**config.mk**
```make
export PLATFORM = sky130hd
export DESIGN_NAME = bank_write_arbiter
export DESIGN_NICKNAME = d
export VERILOG_FILES = /design/src/rtl/bank_write_arbiter.sv
export SDC_FILE = /design/constraint.sdc
export NUM_CORES = 2
export LEC_CHECK = 0
export ABC_AREA = 1
export CAP_MARGIN = 25
export CORE_AREA = 2 2 371 373
export CTS_CLUSTER_DIAMETER = 80
export DETAILED_ROUTE_END_ITERATION = 8
export DIE_AREA = 0 0 373 375
export SLEW_MARGIN = 20
export SYNTH_ARGS = -nofsm -noshare
export SYNTH_HDL_FRONTEND = slang
export SYNTH_SLANG_ARGS = --single-unit
```
**constraint.sdc**
```tcl
create_clock -name clk -period 10.9 [get_ports clk]
set_input_delay 2.18 -clock clk [delete_from_list [all_inputs] [get_ports clk]]
set_output_delay 2.18 -clock clk [all_outputs]
set_load 0.1 [all_outputs]
```
**src/rtl/bank_write_arbiter.sv**
```systemverilog
// Buffers writeback requests per port and grants one write per X/Y bank per cycle; bank_we lands 2 cycles after accept.
// wb_ready drops while a port FIFO is full; BANK_WRITE_ARB_RR_EN selects per-bank round-robin, else lowest port wins.
module bank_write_arbiter #(
  parameter int PORT_NUM     = 3,
  parameter int DATA_WIDTH   = 128,
  parameter int ADDR_WIDTH   = 6,
  parameter int ADDR_X_SIZE  = 1,
  parameter int ADDR_X_WIDTH = 1,
  parameter int ADDR_Y_SIZE  = 16,
  parameter int ADDR_Y_WIDTH = 4,
  parameter int FIFO_DEPTH   = 2
) (
  input  logic                           clk,
  input  logic                           rst,
  input  logic [PORT_NUM-1:0]            wb_valid,
  output logic [PORT_NUM-1:0]            wb_ready,
  input  logic [PORT_NUM*ADDR_WIDTH-1:0] wb_addr,
  input  logic [PORT_NUM*DATA_WIDTH-1:0] wb_data,
  output logic [3:0]                     bank_we,
  output logic [4*ADDR_Y_WIDTH-1:0]      bank_waddr,
  output logic [4*DATA_WIDTH-1:0]        bank_wdata,
  output logic                           idle
);

  localparam int EW  = ADDR_WIDTH + DATA_WIDTH;
  localparam int PW  = (FIFO_DEPTH > 1) ? $clog2(FIFO_DEPTH) : 1;
  localparam int CW  = $clog2(FIFO_DEPTH + 1);
  localparam int PIW = (PORT_NUM > 1) ? $clog2(PORT_NUM) : 1;

  logic [PORT_NUM-1:0]     head_vld;
  logic [PORT_NUM-1:0]     pop;
  logic [EW-1:0]           head_dat   [PORT_NUM];
  logic [1:0]              head_bank  [PORT_NUM];
  logic [ADDR_Y_WIDTH-1:0] head_laddr [PORT_NUM];
  logic [3:0]              gnt_vld;
  logic [PIW-1:0]          gnt_idx    [4];

  for (genvar p = 0; p < PORT_NUM; p++) begin : g_port
    logic [EW-1:0]                mem [FIFO_DEPTH];
    logic [PW-1:0]                rd_ptr;
    logic [PW-1:0]                wr_ptr;
    logic [CW-1:0]                count;
    logic                         push;
    logic [ADDR_WIDTH-1:0]        haddr;
    logic [ADDR_X_WIDTH-1:0]      addr_x;
    logic [ADDR_WIDTH-ADDR_X_WIDTH-1:0] addr_y;

    // Ready comes from the registered count only, so a full FIFO never pushes while it pops.
    assign wb_ready[p]  = !rst && (count < CW'(FIFO_DEPTH));
    assign push         = wb_valid[p] && wb_ready[p];
    assign head_vld[p]  = (count != '0);
    assign head_dat[p]  = mem[rd_ptr];

    always_ff @(posedge clk) begin
      if (rst) begin
        rd_ptr <= '0;
        wr_ptr <= '0;
        count  <= '0;
      end else begin
        if (push)
          wr_ptr <= (wr_ptr == PW'(FIFO_DEPTH - 1)) ? '0 : wr_ptr + PW'(1);
        if (pop[p])
          rd_ptr <= (rd_ptr == PW'(FIFO_DEPTH - 1)) ? '0 : rd_ptr + PW'(1);
        count <= count + CW'(push) - CW'(pop[p]);
      end
    end

    always_ff @(posedge clk) begin
      if (push)
        mem[wr_ptr] <= {wb_addr[p*ADDR_WIDTH +: ADDR_WIDTH], wb_data[p*DATA_WIDTH +: DATA_WIDTH]};
    end

    assign haddr          = head_dat[p][EW-1 -: ADDR_WIDTH];
    assign addr_x         = haddr[ADDR_X_WIDTH-1:0];
    assign addr_y         = haddr[ADDR_WIDTH-1:ADDR_X_WIDTH];
    assign head_bank[p]   = {32'(addr_x) >= ADDR_X_SIZE, 32'(addr_y) >= ADDR_Y_SIZE};
    assign head_laddr[p]  = haddr[ADDR_X_WIDTH +: ADDR_Y_WIDTH];
  end

`ifdef BANK_WRITE_ARB_RR_EN
  logic [PIW-1:0] rr_ptr [4];
  logic [PIW-1:0] cand;

  always_ff @(posedge clk) begin
    for (int b = 0; b < 4; b++) begin
      if (rst)
        rr_ptr[b] <= '0;
      else if (gnt_vld[b])
        rr_ptr[b] <= (gnt_idx[b] == PIW'(PORT_NUM - 1)) ? '0 : gnt_idx[b] + PIW'(1);
    end
  end
`endif

  always_comb begin
    gnt_vld = '0;
    pop     = '0;
`ifdef BANK_WRITE_ARB_RR_EN
    cand    = '0;
`endif
    for (int b = 0; b < 4; b++) begin
      gnt_idx[b] = '0;
`ifdef BANK_WRITE_ARB_RR_EN
      for (int i = 0; i < PORT_NUM; i++) begin
        cand = PIW'((int'(rr_ptr[b]) + i) % PORT_NUM);
        if (!gnt_vld[b] && head_vld[cand] && head_bank[cand] == 2'(b)) begin
          gnt_vld[b] = 1'b1;
          gnt_idx[b] = cand;
        end
      end
`else
      // Scan downwards so the lowest requesting port is the last (winning) assignment.
      for (int p = PORT_NUM - 1; p >= 0; p--) begin
        if (head_vld[p] && head_bank[p] == 2'(b)) begin
          gnt_vld[b] = 1'b1;
          gnt_idx[b] = PIW'(p);
        end
      end
`endif
      if (gnt_vld[b])
        pop[gnt_idx[b]] = 1'b1;
    end
  end

  always_ff @(posedge clk) begin
    if (rst) begin
      bank_we    <= '0;
      bank_waddr <= '0;
      bank_wdata <= '0;
    end else begin
      for (int b = 0; b < 4; b++) begin
        bank_we[b] <= gnt_vld[b];
        if (gnt_vld[b]) begin
          bank_waddr[b*ADDR_Y_WIDTH +: ADDR_Y_WIDTH] <= head_laddr[gnt_idx[b]];
          bank_wdata[b*DATA_WIDTH +: DATA_WIDTH]     <= head_dat[gnt_idx[b]][DATA_WIDTH-1:0];
        end
      end
    end
  end

  assign idle = (head_vld == '0) && (bank_we == '0);

endmodule

```
The metal 1 layer:
Scale: 1.5 px per micron. Supply wires on this layer in grey.
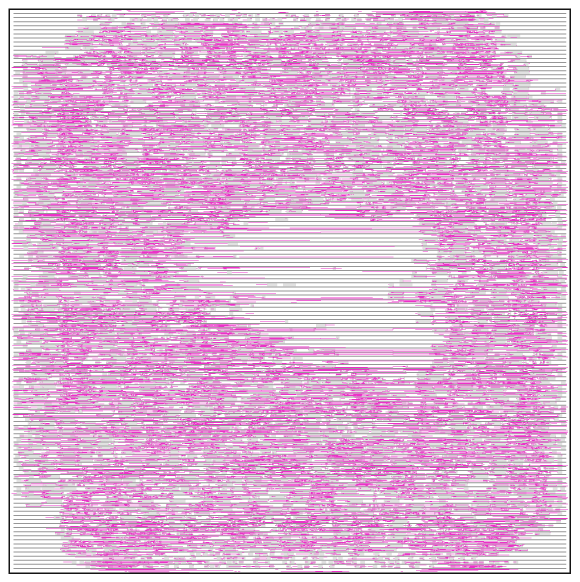
main direction: horizontal
nets with wire on the layer: 6260
vias post-DR: 50900
total wire length after detailed routing: 255 mm

Routed metal, one colour a layer:
Scale: 1 px per micron. Two of the layers only.
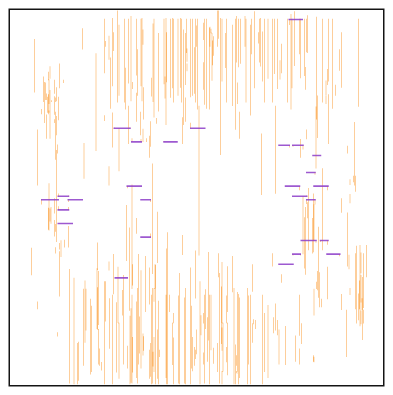
| layer | colour | wire length |
|---|---|---|
| met4 | orange | 15900 microns |
| met5 | purple | 315 microns |
GR Util All Layers: 0.350
detailed-route wire length per cell: 30.5 microns

==> impl_summary.log <==
[flow] final metrics
INFO  metric run_status = finished with violations
INFO  metric violated_checks = DRC
INFO  metric post_cts_hold_buffer_count = 0
INFO  metric total_nets_after_synthesis = approximately 6000
INFO  metric filler_cell_count = 11900
INFO  metric total_of_flip_flops_plus_latches_after_synthesis = 1351
INFO  metric count_of_warning_messages_emitted_by_the_tools = 51
INFO  metric synthTopCellsByCount = 1381 x sky130_fd_sc_hd__nand2_1, 804 x sky130_fd_sc_hd__edfxtp_1, 735 x sky130_fd_sc_hd__o21ai_0
INFO  metric design.core.area = between 0.1 and 0.15 sq mm
INFO  metric grt_overflow_total = 0
INFO  metric number_of_buffers_added_by_the_clock_tree_synthesis_step = 148
INFO  metric cts_max_path_buffers = 3
INFO  metric pin_count = between 900 and 1000
INFO  metric syn2layout_area_growth = 30.1%
INFO  metric clk-insertion-delay-late = 0.78 ns
INFO  metric setup_total_negative_slack = 0 ns
INFO  metric clock_tree.htree_level_count = 4
INFO  metric transition_time_at_the_pin_with_the_least_slew_margin = 1.21 ns
INFO  metric most_frequent_cell_on_the_critical_path = sky130_fd_sc_hd__clkdlybuf4s50_1
INFO  metric clock_sinks = 1351
INFO  metric min_delay_path_depth = 2
INFO  metric critPathBufInv = 3
INFO  metric edf_count = 804
INFO  metric most-common-layout-cells = 1380 x sky130_fd_sc_hd__nand2_1, 923 x sky130_fd_sc_hd__clkdlybuf4s50_1, 804 x sky130_fd_sc_hd__edfxtp_1
INFO  metric cts_resized = 0
INFO  metric cpMaxStageDelayCell = sky130_fd_sc_hd__clkdlybuf4s50_1
INFO  metric floorplan.die.width = between 300 and 400 microns
INFO  metric critPathRequiredTime = 8.72 ns
INFO  metric top_cell_area_share = 0.427
INFO  metric synth.most_common_cell = sky130_fd_sc_hd__nand2_1
INFO  metric min_delay_worst_endpoint = bank_wdata[493]$_SDFFE_PP0N_
INFO  metric cp.depth = 4
INFO  metric timing_hold_violations_final = 0
INFO  metric post_synth_num_cell_types = 35
INFO  metric postSynth.topFlopCell = sky130_fd_sc_hd__edfxtp_1
INFO  metric drcViolationCount = 9
INFO  metric synthesis.area_per_instance = 10.1 sq um
INFO  metric layout_worst_path_cycle_share = 0.592
INFO  metric quantity_of_i_o_buffers_inserted_on_ports = ~940
INFO  metric synth.top_cells.by_area = sky130_fd_sc_hd__edfxtp_1 43%, sky130_fd_sc_hd__dfxtp_1 19%, sky130_fd_sc_hd__nand2_1 9.2%, sky130_fd_sc_hd__o21ai_0 6.5%, sky130_fd_sc_hd__o211ai_1 6.4%
INFO  metric pre_cts_ws = ~4.5 ns
INFO  metric grt_antenna_before_repair = around 80
INFO  metric root_buffer_master = sky130_fd_sc_hd__clkbuf_16
INFO  metric syn_area = ~0.057 sq mm
INFO  metric path_delay_family = buffers and inverters
INFO  metric ys_cells = 5621
INFO  metric drt_pass1_iterations = 9
INFO  metric crit_path_max_fanout = 15
INFO  metric chipArea = between 0.1 and 0.15 sq mm
INFO  metric crit_arrival = 4.27 ns
INFO  metric end_of_the_worst_register_to_register_path = bank_wdata[38]$_SDFFE_PP0P_
INFO  metric maximum_number_of_pins_on_one_net_before_global_route_repair = around 170
INFO  metric share_of_cells_above_drive_strength_1 = 0.0708
INFO  metric timing_worst_setup_path_type = in -> out
INFO  metric maximum_clock_frequency = 155 MHz
INFO  metric top_area_cell = sky130_fd_sc_hd__edfxtp_1
INFO  metric viasPerCell = 6.08
INFO  metric crit_path_max_incr_delay = 1.17 ns
INFO  metric ff2ff_path_depth = 14
INFO  metric final_max_slew_viol_count = 0
INFO  metric yosys.stat.chipArea = 0.0565 sq mm
INFO  metric num_rows = 136
Track usage over the die:
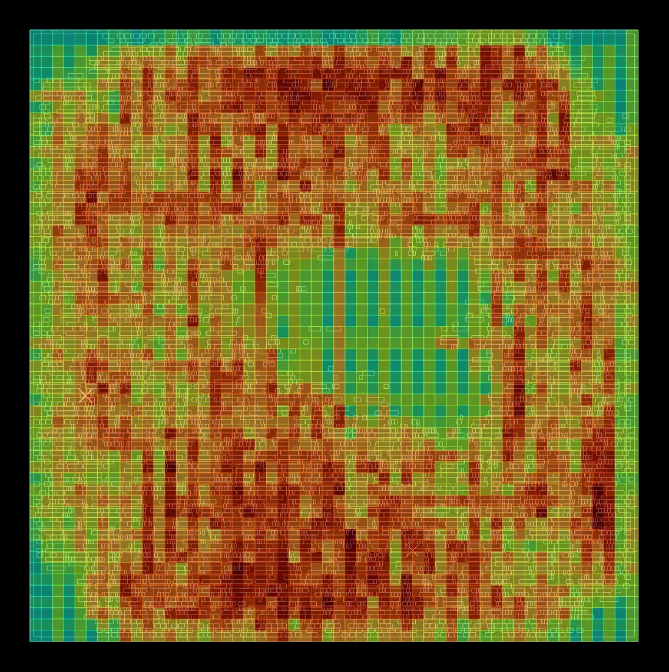
core utilization of the finished layout: 0.540
met2 Use GR: 0.531
met1 usage: 0.449
routing layer with the top usage in global route: met2

[cell families after synthesis]
| logic type | synth area share |
|---|---|
| compound gates | 0.199 |
| xor+xnor | 0.000620 |
| fa+ha+maj | 0.000885 |
| buf+inv | 0.0438 |
| flops | 0.621 |
| mux | 0.0257 |
| simple gates | 0.110 |
[worst register-to-register path, cell delays in order (launching register included)]
cell                      delay, ns
sky130_fd_sc_hd__dfxtp_4       0.91
sky130_fd_sc_hd__buf_4         0.76
sky130_fd_sc_hd__inv_1         0.14
sky130_fd_sc_hd__buf_4         0.24
sky130_fd_sc_hd__nand2_1       0.09
sky130_fd_sc_hd__nand2_1       0.07
sky130_fd_sc_hd__nand3_1       0.32
sky130_fd_sc_hd__nand2_2       0.29
sky130_fd_sc_hd__inv_4         0.56
sky130_fd_sc_hd__nand2_4       0.62
sky130_fd_sc_hd__buf_4         0.64
sky130_fd_sc_hd__nor2_4        0.20
sky130_fd_sc_hd__buf_4         0.78
sky130_fd_sc_hd__nand2_1       0.15
sky130_fd_sc_hd__o21ai_1       0.12
[metrics by stage]
stage	instance area, sq um	util	instances	hold WS (ns)
CTS	73300	0.538	8300	0.454
floorplan	56500	-	5621	0.426
detailed placement	68400	0.502	8025	0.439
global placement	66800	0.490	7967	0.428
global route	73500	0.539	8346	0.469
finish	73500	0.540	8360	0.450
[layout make-up]
| type | instances | share of cell area |
|---|---|---|
| antenna | 55 | 0.00187 |
| clock buffer | 219 | 0.0593 |
| clock inverter | 56 | 0.00745 |
| inverter | 92 | 0.00556 |
| multi-input combinational | 3724 | 0.260 |
| sequential | 1351 | 0.477 |
| tap | 1794 | 0.0305 |
| timing repair buffer | 1069 | 0.158 |
[flip-flops by register name, summed over array words and instances, names as in the netlist, named ones only]
register       count
bank_waddr        16
bank_wdata       512
bank_we            4
g_port.count       6
g_port.mem       804
g_port.rd_ptr      3
g_port.wr_ptr      3
[how the worst max path moves through the flow]
stage / end / startpoint / slack [ns]
final: wb_ready[0] / rst / 4.45
after floorplan: g_port[2].mem[1][0]$_DFFE_PP_ / rst / 0.69
after detailed placement: wb_ready[0] / rst / 4.47
after global placement: wb_ready[0] / rst / 4.48
after global routing: wb_ready[2] / rst / 4.41
after CTS: wb_ready[0] / rst / 4.46
[per-layer routing]
layer / share of wire / GRT usage / wire [microns]
met2: 0.44 / 0.531 / 112000
met1: 0.38 / 0.449 / 96100
met3: 0.12 / 0.0940 / 30200
met4: 0.062 / 0.205 / 15900
met5: 0.0012 / 0 / 314
